<file path="src/rtl/smoldvi_pattern_gen.sv">
// smoldvi_pattern_gen: test-pattern pixel source for the smoldvi encoder.
// Walks an (x, y) raster in the clk_pix domain. It presents one registered
// RGB888 pixel and advances only when the sink accepts it through rgb_rdy.
module smoldvi_pattern_gen #(
    parameter int unsigned H_ACTIVE = 640,
    parameter int unsigned V_ACTIVE = 480,
    parameter int unsigned X_STEP   = 2
) (
    input  logic       clk_pix,
    input  logic       rst_pix,
    input  logic [1:0] pattern_sel,
    input  logic       rgb_rdy,
    output logic [7:0] r,
    output logic [7:0] g,
    output logic [7:0] b,
    output logic [9:0] x,
    output logic [8:0] y,
    output logic [7:0] frame_ctr,
    output logic       sof
);

    typedef enum logic [1:0] {
        PAT_GRADIENT = 2'd0,
        PAT_BARS     = 2'd1,
        PAT_CHECKER  = 2'd2,
        PAT_XOR      = 2'd3
    } pattern_t;

    localparam logic [9:0]  X_LAST = 10'(H_ACTIVE - X_STEP);
    localparam logic [8:0]  Y_LAST = 9'(V_ACTIVE - 1);
    localparam logic [9:0]  X_INC  = 10'(X_STEP);
    localparam int unsigned BAR_W  = H_ACTIVE / 8;

    logic [9:0] r_x;
    logic [8:0] r_y;
    logic [7:0] r_frame;
    pattern_t   r_pat;
    logic [7:0] r_r;
    logic [7:0] r_g;
    logic [7:0] r_b;

    logic [9:0] w_x_nxt;
    logic [8:0] w_y_nxt;
    logic [7:0] w_frame_nxt;
    pattern_t   w_pat_nxt;
    logic [2:0] w_bar_idx;
    logic [7:0] w_xy;
    logic       w_chk;
    logic [7:0] w_r_nxt;
    logic [7:0] w_g_nxt;
    logic [7:0] w_b_nxt;

    // Raster position that follows the presented pixel. The pattern and frame count update at frame wrap.
    always_comb begin
        w_x_nxt     = r_x + X_INC;
        w_y_nxt     = r_y;
        w_frame_nxt = r_frame;
        w_pat_nxt   = r_pat;
        if (r_x == X_LAST) begin
            w_x_nxt = '0;
            if (r_y == Y_LAST) begin
                w_y_nxt     = '0;
                w_frame_nxt = r_frame + 8'd1;
                w_pat_nxt   = pattern_t'(pattern_sel);
            end else begin
                w_y_nxt = r_y + 9'd1;
            end
        end
    end

    // Colour-bar index from constant boundary compares. The last boundary passed wins, so x == k*BAR_W lands in bar k.
    always_comb begin
        w_bar_idx = '0;
        for (int unsigned k = 1; k < 8; k++) begin
            if (w_x_nxt >= 10'(k * BAR_W)) begin
                w_bar_idx = 3'(k);
            end
        end
    end

    // Pattern function, evaluated on the post-wrap coordinates so a new frame starts with its own pattern and count.
    always_comb begin
        w_xy    = w_x_nxt[7:0] ^ w_y_nxt[7:0];
        w_chk   = w_x_nxt[5] ^ w_y_nxt[5] ^ w_frame_nxt[0];
        w_r_nxt = '0;
        w_g_nxt = '0;
        w_b_nxt = '0;
        case (w_pat_nxt)
            PAT_GRADIENT: begin
                w_r_nxt = w_x_nxt[7:0] + w_frame_nxt;
                w_g_nxt = w_y_nxt[7:0] + {w_frame_nxt[6:0], 1'b0};
                w_b_nxt = w_frame_nxt;
            end
            PAT_BARS: begin
                w_r_nxt = {8{w_bar_idx[2]}};
                w_g_nxt = {8{w_bar_idx[1]}};
                w_b_nxt = {8{w_bar_idx[0]}};
            end
            PAT_CHECKER: begin
                w_r_nxt = {8{w_chk}};
                w_g_nxt = {8{w_chk}};
                w_b_nxt = {8{w_chk}};
            end
            PAT_XOR: begin
                w_r_nxt = w_xy;
                w_g_nxt = w_xy + w_frame_nxt;
                w_b_nxt = ~w_xy;
            end
            default: begin
                w_r_nxt = '0;
                w_g_nxt = '0;
                w_b_nxt = '0;
            end
        endcase
    end

    // Advance the raster and load the next pixel only when the sink accepts the current one.
    always_ff @(posedge clk_pix or posedge rst_pix) begin
        if (rst_pix) begin
            r_x     <= '0;
            r_y     <= '0;
            r_frame <= '0;
            r_pat   <= PAT_GRADIENT;
            r_r     <= '0;
            r_g     <= '0;
            r_b     <= '0;
        end else if (rgb_rdy) begin
            r_x     <= w_x_nxt;
            r_y     <= w_y_nxt;
            r_frame <= w_frame_nxt;
            r_pat   <= w_pat_nxt;
            r_r     <= w_r_nxt;
            r_g     <= w_g_nxt;
            r_b     <= w_b_nxt;
        end
    end

    assign r         = r_r;
    assign g         = r_g;
    assign b         = r_b;
    assign x         = r_x;
    assign y         = r_y;
    assign frame_ctr = r_frame;
    assign sof       = (r_x == '0) && (r_y == '0);

endmodule

</file>
<file path="config.mk">
export PLATFORM = sky130hd
export DESIGN_NAME = smoldvi_pattern_gen
export DESIGN_NICKNAME = d
export VERILOG_FILES = /design/src/rtl/smoldvi_pattern_gen.sv
export SDC_FILE = /design/constraint.sdc
export NUM_CORES = 1
export LEC_CHECK = 0
export CAP_MARGIN = 5
export CORE_UTILIZATION = 46
export CTS_BUF_LIST = sky130_fd_sc_hd__clkbuf_4
export DETAILED_ROUTE_END_ITERATION = 6
export GPL_TIMING_DRIVEN = 0
export PLACE_DENSITY = 0.7
export SETUP_SLACK_MARGIN = 0.3
export SLEW_MARGIN = 20
export SYNTH_ARGS = -nofsm -noshare
export SYNTH_HDL_FRONTEND = slang
export SYNTH_SLANG_ARGS = --single-unit
</file>
<file path="constraint.sdc">
create_clock -name clk_pix -period 3.97 [get_ports clk_pix]
set_input_delay 0.397 -clock clk_pix [delete_from_list [all_inputs] [get_ports clk_pix]]
set_output_delay 0.397 -clock clk_pix [all_outputs]
set_load 0.005 [all_outputs]
</file>
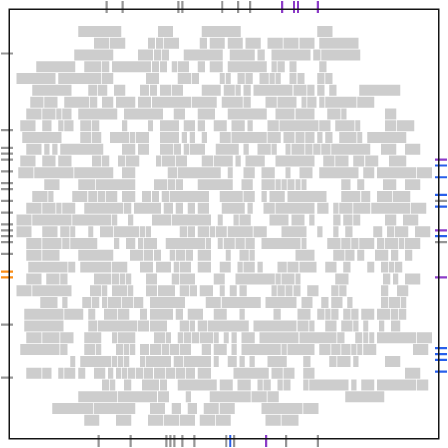
*Pin map*
Pins as bars across the die edge, other pins in grey.
port	colour	pins	direction	edge
r	purple	8	output	4 top, 3 right, 1 bottom
pattern_sel	orange	2	input	left
x	blue	10	output	9 right, 1 bottom
all pins by edge	19 left, 14 right, 13 bottom, 11 top

==> notes.md <==
impl run done, here's what came out: met2 Resource Use GR 47.5%, Top pwr grp combinational cells, Tapcells about 110, f_max between 200 and 300 MHz, Setup CP Type flip-flop to flip-flop, Mapped Cells slightly above 500, syn_area_per_cell 8.37 um^2, WL met2 slightly below 7 mm, combinational share of cell area a little over half, Largest register FFs 10, Pre-Repair DR Iteration Count 5, # Max-Cap Violations 0, Worst Setup Start Kind flip-flop, DRC viols 0, Tool Warnings 29, status finished clean, Synth mux share roughly 4.6%, Non-clock buffers, area share roughly 17%, Die Ht just under 100 um, Synth Warn # 0, most instantiated logic cell after routing clkdlybuf4s50_1, top-count cell post-synth a21oi_1, HP Class primary input to async pin, total core area just under 9000 um^2, Worst setup EP type flip-flop, Crit. Startpoint x[8], Post-Synth Adder-Cell Area between 8 and 9%, vias in the first global route roughly 4300, CP endpoint g[6], worst hold slack approximately 0.45 ns, H-tree Lvls 2, yosys xor share 9.76%, TNS Setup 0 ns, Yosys Chip Area around 4300 um^2, Pwr Total about 3 mW, Top logic family AND-OR/OR-AND gates, P_seq around 0.75 mW, reg2reg setup slack 0.39 ns, largest net degree at the start of global routing between 50 and 60, share of layout cells above drive strength 1 a little over a fifth, IO buf count 56, clkbuf count 6, CTS sink count around 53, Peak VDD IR 0.208 mV, Power Internal approximately 1.7 mW, most frequent cells in the layout clkdlybuf4s50_1 (56), a21oi_1 (53), dfrtp_1 (47), Final Skew roughly 0.020 ns, r2r worst-path depth 15, largest area contributor in the netlist dfrtp_1, postcts setup bufs 20, maximum clock path buffer count 2, ClkCell Share 0.847%, Post-Syn Nets between 500 and 600, CTS tree done, pre-CTS setup slack -0.859 ns, Non-clk bufs roughly 120, final instance area 5760 um^2, Comb pwr share 67.6%, GRT overflow 0, worst path cell trace buf_4 > nor4b_4 > and3_4 > buf_12 > nand4_1 > xor2_1 > xnor2_1 > ha_1 > o21ai_4 > o21bai_1 > a21oi_2 > xnor2_1 > nand2_1 > a31o_2 > a21oi_2, number of multi-input logic gates 410
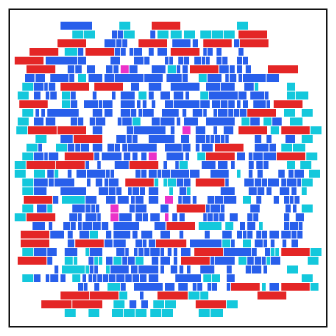
*Cells coloured by class*
class	colour	cells
flops	red	53
combinational and other logic	blue	433
clock drivers and dummy loads	magenta	7
other buffers and delay cells	cyan	117
Seq area share: 23.2%
row count: 34

No activity file was given, so power comes from the tool's default toggle rates.
